<file path="config.mk">
export PLATFORM = sky130hd
export DESIGN_NAME = ex_operand_stage
export DESIGN_NICKNAME = d
export VERILOG_FILES = /design/src/rtl/ex_operand_stage.sv
export SDC_FILE = /design/constraint.sdc
export NUM_CORES = 1
export LEC_CHECK = 0
export CAP_MARGIN = 20
export CORE_AREA = 4 4 130 132
export DETAILED_ROUTE_END_ITERATION = 16
export DIE_AREA = 0 0 134 136
export GPL_TIMING_DRIVEN = 0
export PLACE_DENSITY = 0.95
export SETUP_SLACK_MARGIN = 0.4
export SYNTH_ARGS = -nofsm -noshare
export SYNTH_HDL_FRONTEND = slang
export SYNTH_SLANG_ARGS = --single-unit
</file>
<file path="constraint.sdc">
create_clock -name i_clk -period 6.52 [get_ports i_clk]
set_clock_uncertainty 0.15 [all_clocks]
set_input_delay 1.304 -clock i_clk [delete_from_list [all_inputs] [get_ports i_clk]]
set_output_delay 1.304 -clock i_clk [all_outputs]
set_load 0.005 [all_outputs]
</file>
<file path="src/rtl/ex_operand_stage.sv">
// ex_operand_stage: operand capture, forwarding and load-use detection between decode and EX
module ex_operand_stage (
   input  logic        i_clk,
   input  logic        i_rst_n,
   input  logic        i_valid,
   output logic        o_ready,
   input  logic [3:0]  i_alu_control,
   input  logic [4:0]  i_rs1_addr,
   input  logic [4:0]  i_rs2_addr,
   input  logic [4:0]  i_rd_addr,
   input  logic [31:0] i_rs1_data,
   input  logic [31:0] i_rs2_data,
   input  logic [31:0] i_imm,
   input  logic        i_use_imm,
   input  logic        i_is_load,
   input  logic        i_reg_write,
   input  logic        i_flush,
   input  logic        i_ex_ready,
   input  logic [4:0]  i_mem_rd_addr,
   input  logic [4:0]  i_wb_rd_addr,
   input  logic        i_mem_reg_write,
   input  logic        i_wb_reg_write,
   input  logic [31:0] i_mem_result,
   input  logic [31:0] i_wb_result,
   output logic        o_valid,
   output logic [3:0]  o_alu_control,
   output logic [31:0] o_a,
   output logic [31:0] o_b,
   output logic [31:0] o_rs2_fwd,
   output logic [4:0]  o_rd_addr,
   output logic        o_reg_write,
   output logic        o_is_load,
   output logic        o_load_use_stall
);
   logic        valid_q, valid_d, use_imm_q, use_imm_d, reg_write_q, reg_write_d, is_load_q, is_load_d;
   logic [3:0]  alu_q, alu_d;
   logic [4:0]  rs1_addr_q, rs1_addr_d, rs2_addr_q, rs2_addr_d, rd_q, rd_d;
   logic [31:0] a_q, a_d, rs2v_q, rs2v_d, imm_q, imm_d;
   logic        accept;
   logic [4:0]  s1_idx, s2_idx;
   logic [31:0] a_fwd, b_fwd;

   // MEM beats WB beats the supplied value; x0 is never forwarded
   function automatic logic [31:0] fwd(input logic [4:0] idx, input logic [31:0] dflt,
                                       input logic mw, input logic [4:0] ma, input logic [31:0] mr,
                                       input logic ww, input logic [4:0] wa, input logic [31:0] wr);
      return (idx != 5'd0 && mw && ma == idx) ? mr : (idx != 5'd0 && ww && wa == idx) ? wr : dflt;
   endfunction

   assign o_load_use_stall = i_valid & valid_q & is_load_q & reg_write_q & (rd_q != 5'd0) &
                             ((rd_q == i_rs1_addr) | ((rd_q == i_rs2_addr) & !i_use_imm));
   assign o_ready = (!valid_q | i_ex_ready) & !o_load_use_stall;
   assign accept  = i_valid & o_ready & !i_flush;
   // a new capture forwards onto the incoming indices, a held entry refreshes its own
   assign s1_idx  = accept ? i_rs1_addr : rs1_addr_q;
   assign s2_idx  = accept ? i_rs2_addr : rs2_addr_q;
   assign a_fwd   = fwd(s1_idx, accept ? i_rs1_data : a_q, i_mem_reg_write, i_mem_rd_addr, i_mem_result,
                        i_wb_reg_write, i_wb_rd_addr, i_wb_result);
   assign b_fwd   = fwd(s2_idx, accept ? i_rs2_data : rs2v_q, i_mem_reg_write, i_mem_rd_addr, i_mem_result,
                        i_wb_reg_write, i_wb_rd_addr, i_wb_result);

   // next entry: flush kills, accept replaces, stalled hold refreshes operands, otherwise drain
   always_comb begin
      valid_d     = valid_q;
      alu_d       = alu_q;
      a_d         = a_q;
      rs2v_d      = rs2v_q;
      imm_d       = imm_q;
      use_imm_d   = use_imm_q;
      rs1_addr_d  = rs1_addr_q;
      rs2_addr_d  = rs2_addr_q;
      rd_d        = rd_q;
      reg_write_d = reg_write_q;
      is_load_d   = is_load_q;
      if (i_flush) begin
         valid_d = 1'b0;
      end else if (accept) begin
         valid_d     = 1'b1;
         alu_d       = i_alu_control;
         a_d         = a_fwd;
         rs2v_d      = b_fwd;
         imm_d       = i_imm;
         use_imm_d   = i_use_imm;
         rs1_addr_d  = i_rs1_addr;
         rs2_addr_d  = i_rs2_addr;
         rd_d        = i_rd_addr;
         reg_write_d = i_reg_write;
         is_load_d   = i_is_load;
      end else if (valid_q && !i_ex_ready) begin
         a_d    = a_fwd;
         rs2v_d = b_fwd;
      end else begin
         valid_d = 1'b0;
      end
   end

   // entry registers, cleared immediately by reset
   always_ff @(posedge i_clk or negedge i_rst_n) begin
      if (!i_rst_n) begin
         valid_q     <= 1'b0;
         alu_q       <= 4'd0;
         a_q         <= 32'd0;
         rs2v_q      <= 32'd0;
         imm_q       <= 32'd0;
         use_imm_q   <= 1'b0;
         rs1_addr_q  <= 5'd0;
         rs2_addr_q  <= 5'd0;
         rd_q        <= 5'd0;
         reg_write_q <= 1'b0;
         is_load_q   <= 1'b0;
      end else begin
         valid_q     <= valid_d;
         alu_q       <= alu_d;
         a_q         <= a_d;
         rs2v_q      <= rs2v_d;
         imm_q       <= imm_d;
         use_imm_q   <= use_imm_d;
         rs1_addr_q  <= rs1_addr_d;
         rs2_addr_q  <= rs2_addr_d;
         rd_q        <= rd_d;
         reg_write_q <= reg_write_d;
         is_load_q   <= is_load_d;
      end
   end

   assign o_valid       = valid_q;
   assign o_alu_control = alu_q;
   assign o_a           = a_q;
   assign o_b           = use_imm_q ? imm_q : rs2v_q;
   assign o_rs2_fwd     = rs2v_q;
   assign o_rd_addr     = rd_q;
   assign o_reg_write   = reg_write_q;
   assign o_is_load     = is_load_q;
endmodule

</file>
==> metrics.yaml, run 1 <==
global_route:
  first_global_vias: 8229
  grt_usage: 0.326
  grt_use_met2: 0.544
  met3_usage: 0.0814
  antenna_found_initial: 0
  grt_max_degree: 67
  top_usage_layer: "met2"
final_timing:
  finalHoldViolCount: 0
  min_period_ps: 5110
  worst_slew_margin_rel: 0.422
  fmaxAchievable_ghz: 0.196
  setup_violations: 0
  fin_hold_ws_ps: 318
layout:
  clock_area_frac: 0.0507
  stdcell_count: 1321
  comb-cell-share: 0.356
  nNetsFinal: 1293
  clock_buffers: 20
  largest_class: "multi-input combinational cells"
  ff_count: 119
  layout.nonclk_buf_frac: 0.299
place:
  dpl.hpwl_mm: 22.8
  portBuffers: 304
  placed_area_sq_um: 10600
drt:
  drc: 0
  routedWlPerCell_um: 22.7
  avgViaCountPerCell: 5.91
  antenna_left: 0
  wl_mm: 30.0
  vias: 7802
clock_tree:
  holdBufCountCts: 0
  cts.sinks: 119
  cts_tree: "done"
  worstSkewPairLatency_ps: 410
  cts.clk_slew.worst_paths_ps: 50
  cts_made_buffers: 17
logic_synthesis:
  synthMuxAreaShare: 0.146
  synth_cell_types: 60
  synth_area_sq_um: 7290
  syn_area_per_cell_sq_um: 9.47
  yosys.area_share.xor_xnor: 0.0383
  aoi_share: 0.235
  syn_nets: 969
  simple_gate_share: 0.129
  synthCells: 770
  ys_top_logic_family: "AND-OR/OR-AND gates"
  synth-edff-count: 0
worst_hold_path:
  hold_class: "reg -> reg"
  min_to: "imm_q[15]"
  hold_start: "imm_q[15]"
worst_setup_path:
  cp_cell_sequence: "clkdlybuf4s50_1 > xnor2_1 > nand4_2 > o32ai_4 > nand2_1 > clkinv_1 > clkdlybuf4s50_1"
  path_buffers: 3
  crit_type: "in -> out"
  r2r-start: "o_rd_addr[1]"
  startpoint: "i_rs2_addr[0]"
  cp_num_cells: 7
  cpMostUsedCell: "clkdlybuf4s50_1"
  cp_slowest_stage_delay_ps: 630
floorplanning:
  coreArea_sq_um: 15700
  placementRows: 46
  chipArea_sq_um: 18200
  die_y_um: 136
  nWellTaps: 216
  fp_util: 0.464
  die_w_um: 134
power:
  power.total_w: 0.00317
  leakage_nw: 4.77
job:
  warnings: 26
status:
  status: "completed"
run_1/floorplan.png
Scale: 3 px per um. Pins as bars on the die edge.
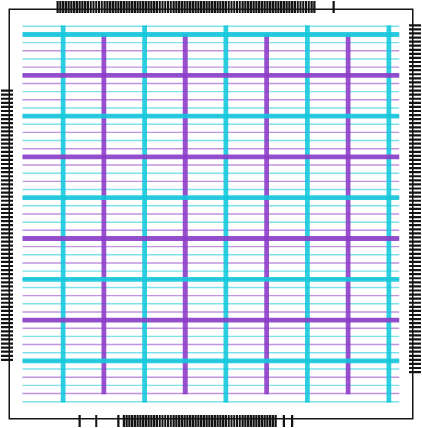
Key: purple = VDD; cyan = VSS
9 straps on met4. 9 straps on met5.

run_1/ff_map.png
Scale: 3 px per um.
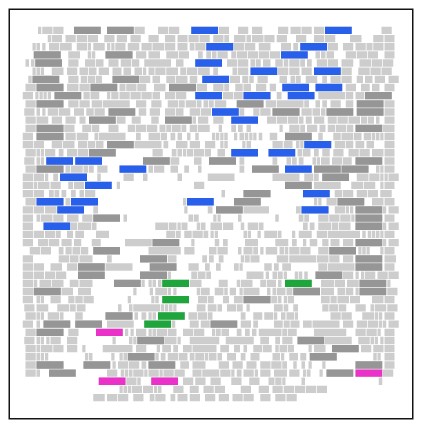
Key: magenta = `o_alu_control` [flops 4]; green = `rs1_addr_q` [flops 5]; blue = `o_a` [flops 32]
Another 78 sequential cells are not colored.
sequential power: 0.00109 W
register area: 2980 sq um
fin util: 0.713
Seq area share: 0.266

run_1/class_map.png
Scale: 3 px per um. Fill, decap, tap and diode cells in gray.
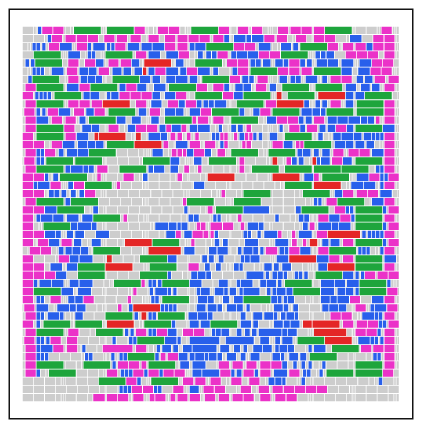
Key: blue = remaining logic cells [cells 591, share of their area 37%]; red = clock drivers and dummy loads [cells 30, share of their area 5.2%]; green = sequential cells [cells 119, share of their area 27%]; magenta = remaining buffers and delay cells [cells 365, share of their area 31%]

run_1/clock_wires.png
Scale: 4 px per um.
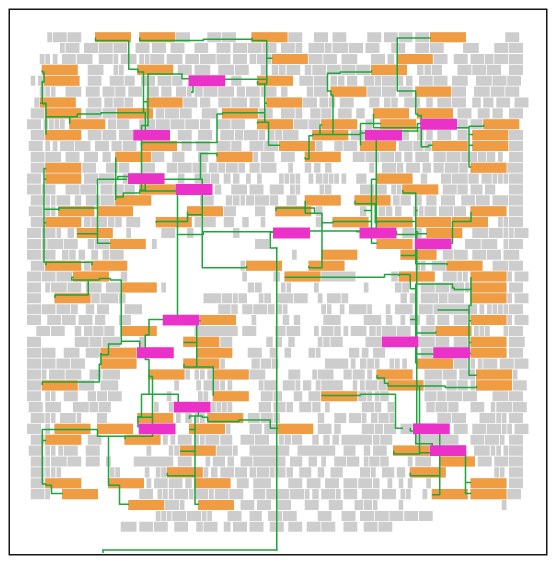

==> run 2: changes to the inputs <==
--- a/config.mk
+++ b/config.mk
@@ -6,11 +6,11 @@
 export NUM_CORES = 1
 export LEC_CHECK = 0
 export CAP_MARGIN = 20
-export CORE_AREA = 4 4 130 132
+export CORE_AREA = 4 4 142 144
 export DETAILED_ROUTE_END_ITERATION = 16
-export DIE_AREA = 0 0 134 136
+export DIE_AREA = 0 0 146 148
 export GPL_TIMING_DRIVEN = 0
-export PLACE_DENSITY = 0.95
+export PLACE_DENSITY = 0.88
 export SETUP_SLACK_MARGIN = 0.4
 export SYNTH_ARGS = -nofsm -noshare
 export SYNTH_HDL_FRONTEND = slang
==> constraint.sdc (replaced) <==
create_clock -name i_clk -period 4.3 [get_ports i_clk]
set_clock_uncertainty 0.15 [all_clocks]
set_input_delay 0.86 -clock i_clk [delete_from_list [all_inputs] [get_ports i_clk]]
set_output_delay 0.86 -clock i_clk [all_outputs]
set_load 0.005 [all_outputs]
run_2/clock_wires.png
Scale: 4 px per um.
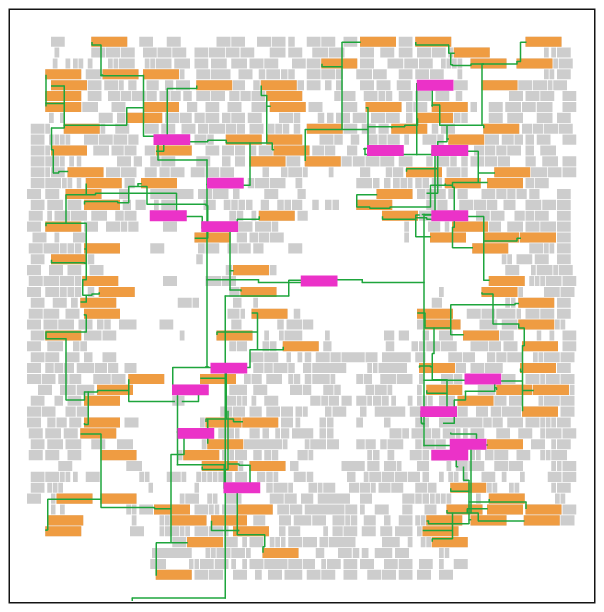
Key: magenta = clock-net drivers [count 17]; green = clock wires [length 1,810 um]; orange = flip-flops [count 119]
There are 18 routed clock nets. Position of the flops: all over the die.
Clock group: 0.00144 W
Latency at later pin: 420 ps
clock power share: 0.297

==> run 2 against run 1 <==
Effect of this change: critical path depth grew 1; total power grew 53%; final cell count grew 2.9%; worst setup slack worse by 900 ps; combinational power rose by 53%; non-clock buffer count grew 17; die size rose by 19%; sequential power up about 50%; clock power up 55%; critical path type unchanged; largest power group unchanged.
==> metrics.yaml, run 2 <==
logic_synthesis:
  syn_area_per_cell_sq_um: 9.47  # unchanged
  synth-edff-count: 0  # unchanged
  ys_top_logic_family: "AND-OR/OR-AND gates"
  synthCells: 770  # unchanged
  synth_area_sq_um: 7290  # unchanged
  simple_gate_share: 0.129  # unchanged
  yosys.area_share.xor_xnor: 0.0383  # unchanged
  aoi_share: 0.235  # unchanged
  synthMuxAreaShare: 0.146  # unchanged
final_timing:
  setup_violations: 0  # unchanged
  worst_slew_margin_rel: 0.364  # -0.0586
  fmaxAchievable_ghz: 0.263
  finalHoldViolCount: 0  # unchanged
  fin_hold_ws_ps: 182  # -136 ps
  min_period_ps: 3800
global_route:
  met3_usage: 0.0625  # -0.0189
  top_usage_layer: "met2"
  grt_usage: 0.275  # -0.0518
  antenna_found_initial: 1  # +1
  grt_use_met2: 0.456  # -0.0879
  first_global_vias: 7939  # -3.5%
worst_setup_path:
  startpoint: "i_rs2_addr[1]"
  path_buffers: 4  # +1
  worst_path_dominant_cell_family: "buffers and inverters"
  cp_cell_sequence: "dlygate4sd2_1 > xnor2_1 > nand4_2 > o32ai_4 > buf_4 > nand2_2 > inv_4 > clkdlybuf4s50_1"
  crit_type: "in -> out"
  r2r-start: "o_rd_addr[4]"
  cp_num_cells: 8  # +1
floorplanning:
  coreArea_sq_um: 18700  # +19%
  die_y_um: 148  # +8.8%
  placementRows: 50  # +8.7%
  die_w_um: 146  # +9.0%
  chipArea_sq_um: 21600  # +19%
layout:
  nNetsFinal: 1310  # +1.3%
  utilization: 0.614  # -0.0985
  seq_area_frac: 0.259  # -0.00672
  comb-cell-share: 0.351  # -0.00498
  ff_count: 119  # unchanged
  stdcell_count: 1359  # +2.9%
  area.sequential_sq_um: 2980  # unchanged
  layout.nonclk_buf_frac: 0.308  # +0.00922
  clock_buffers: 19  # -5.0%
worst_hold_path:
  hold_class: "in -> async"
drt:
  avgViaCountPerCell: 5.67  # -3.9%
  vias: 7712  # -1.2%
  drc: 0  # unchanged
  routedWlPerCell_um: 22.3  # -1.8%
  antenna_left: 0  # unchanged
place:
  portBuffers: 304  # unchanged
  placed_area_sq_um: 10700  # +0.21%
clock_tree:
  cts_made_buffers: 17  # unchanged
  holdBufCountCts: 0  # unchanged
  cts.sinks: 119  # unchanged
power:
  power.total_w: 0.00484  # +53%
  leakage_nw: 4.93  # +3.4%
  ir_drop_mv: 0.253
job:
  warnings: 26  # unchanged
status:
  status: "completed"
Power is estimated from default activity; no workload was simulated.
